Fig. 1: clock distribution
(3 px per µm)
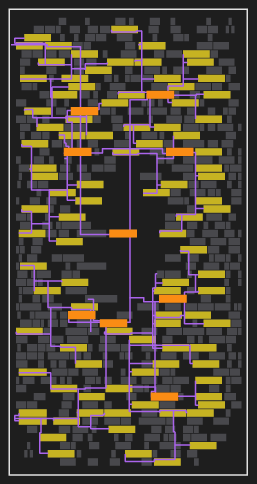
Fig. 2: met3 routing
(4 px per µm) Cells faint in the background.
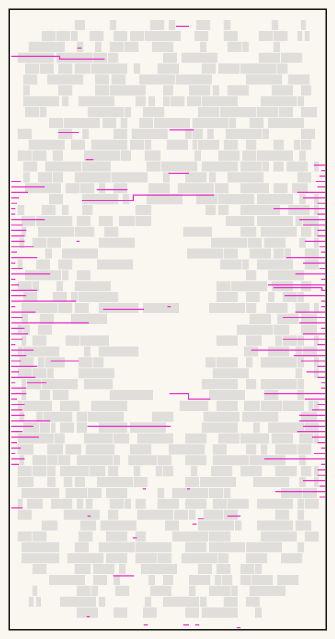
==> config.mk <==
export PLATFORM = sky130hd
export DESIGN_NAME = if_id_reg
export DESIGN_NICKNAME = d
export VERILOG_FILES = /design/src/rtl/if_id_reg.sv
export SDC_FILE = /design/constraint.sdc
export NUM_CORES = 1
export LEC_CHECK = 0
export CAP_MARGIN = 20
export CORE_ASPECT_RATIO = 2
export CORE_MARGIN = 1.5
export CORE_UTILIZATION = 34
export DETAILED_ROUTE_END_ITERATION = 16
export PLACE_DENSITY_LB_ADDON = 0.15
export SLEW_MARGIN = 20
export SYNTH_ARGS = -nofsm -noshare
export SYNTH_HDL_FRONTEND = slang
export SYNTH_SLANG_ARGS = --single-unit
==> constraint.sdc <==
create_clock -name clk -period 0.9 [get_ports clk]
set_clock_uncertainty 0.15 [all_clocks]
set_input_delay 0.18 -clock clk [delete_from_list [all_inputs] [get_ports clk]]
set_output_delay 0.18 -clock clk [all_outputs]
set_load 0.005 [all_outputs]
==> flow_summary.ini <==
; implementation run metrics
[yosys]
synth.avg_cell_area_um2 = 15.6
top_cells_by_area = dfrtp_1 60%, mux2_1 17%, a32o_1 7.2%
logic_family = multiplexers
ys_sh_aoi = 0.0806
yosysCellCount = 251
synth_area_leader_cell = dfrtp_1
xor_area_frac = 0
yosys_area_um2 = 3910
top_cell_area_share = 0.601
synth-simple-area-share = 0.0131

[route]
vias_per_cell = 4.71
post-route-drc-count = 0
postRouteAntennaNets = 0
routedWlPerCell_um = 18.6

[critical_path]
crit_path_start_kind = register
worstRegToRegCells = 2
cp.depth = 1
cp-end-kind = output port
path_class = register to output port
slowest_stage = dfstp_2
cp_slowest_stage_delay_ns = 0.54
critical_path.max_fanout = 2
r2r_slack_ns = -0.15

[timing]
setup-violations-final = 171
hold_slack_ns = -0.0293
fin_ws_ns = -0.413
period_needed_ns = 1.31
tns_ns = -35.20
fin_crit_sh = 1.46
hold_viol = 2
finalMaxSlewViolations = 0

[power_and_ir_drop]
swShare = 0.246
powerDensity_nw_per_um2 = 1740
intPower_mw = 9.03
p_leak_nw = 3.36

[job]
drv_cap = 0

[placed_design]
post-place-ws_ns = -1.18
place_inst = 592
portBuffers = 197

[global_route]
grt_pass1_vias = 3321
grt_max_degree = 40
antenna_found_initial = 0
track_usage = 0.206
grt_first_pass_wirelength_mm = 18.7
grt-ovfl-total = 0

[clocking]
postCtsHoldBufs = 1
cts.clk_slew.worst_paths_ns = 0.07
ctsLongestPathBuffers = 2
cts-root-buf = clkbuf_16
clock_sinks = 97
h-tree-depth = 3

[run_status]
violations = hold timing, setup timing
status = complete, but fails checks

[die]
row_count = 55
die_w_um = 78.9
ios = 230

[cells_and_area]
final_cells = 670
lay_top_count = clkdlybuf4s50_1
drive_gt1_frac = 0.508
fin_area_um2 = 6900

[hold_path]
min_path_cells = 3
hp-class = input port to register
-- Fig. 1 (at the start) --
flip-flops -> yellow  # count 97
clock drivers -> orange  # count 9
clock wires -> purple  # length 1280 µm
flops lie = all over the die
Clock group: 3.99 mW
Clock Latency Late Sink: 0.34 ns
clock share of power: 0.333

-- Fig. 2 (at the start) --
share of all routed wire = 5.3%
wire length on this layer = 657 µm
main direction = horizontal
routed wire length: 12.4 mm
grt met3 use: 0.0413
Vias: 3155

kinds of logic after synthesis:
kind of cell	count (synthesis)
AND-OR/OR-AND	32
flip-flops	97
AND/OR/NAND/NOR	8
other	1
buffers and inverters	48
multiplexers	65
cell type report:
type                       count  area [µm²]  share of cell area
clock buffer                  11         243              0.0352
clock inverter                 5        63.8             0.00925
inverter                       1        11.3             0.00163
multi-input combinational    138        1490               0.216
sequential                    97        2430               0.353
tap                          142         178              0.0258
timing repair buffer         276        2480               0.359
synthesized netlist by cell type, drive strengths merged:
cell type / number
mux2i: 1
nor2: 2
nand2b: 2
nand3b: 1
mux2: 64
inv: 1
nor2b: 2
a21oi: 1
dfrtp: 94
conb: 1
a32o: 28
buf: 47
dfstp: 3
nand2: 1
o32a: 3
power by group through the flow:
| stage | combinational [mW] | clock (mW) | sequential, mW |
|---|---|---|---|
| 2_1_floorplan | 0.705 | 0 | 5.19 |
| 3_5_place_dp | 2.39 | 0 | 5.16 |
| 6_report | 2.89 | 3.99 | 5.10 |
| 5_1_grt | 3.08 | 4.26 | 5.14 |
| 4_1_cts | 2.59 | 4.05 | 5.09 |
| 3_3_place_gp | 2.36 | 0 | 5.13 |
per-layer routing:
layer / vias to the layer above / routed length (µm) / global-route usage
li1: 1391 / - / -
met1: 1587 / 4160 / 0.205
met2: 148 / 7190 / 0.394
met3: 29 / 656 / 0.0413
met4: 0 / 420 / 0.0986
met5: - / 0 / 0
repair_timing:
item,CTS,global route
buffers inserted,24,43
hold endpoints to repair,97,2
gates cloned,7,1
resized,492,23
pin swaps,7,10
setup endpoints to repair,194,213
tightest hold or removal path, cell delays in order:
cell and delay, ns:
buf_12 0.08, buf_4 0.13, a21oi_2 0.03
Power figures rest on the tool's default switching activity, not on a simulated workload.
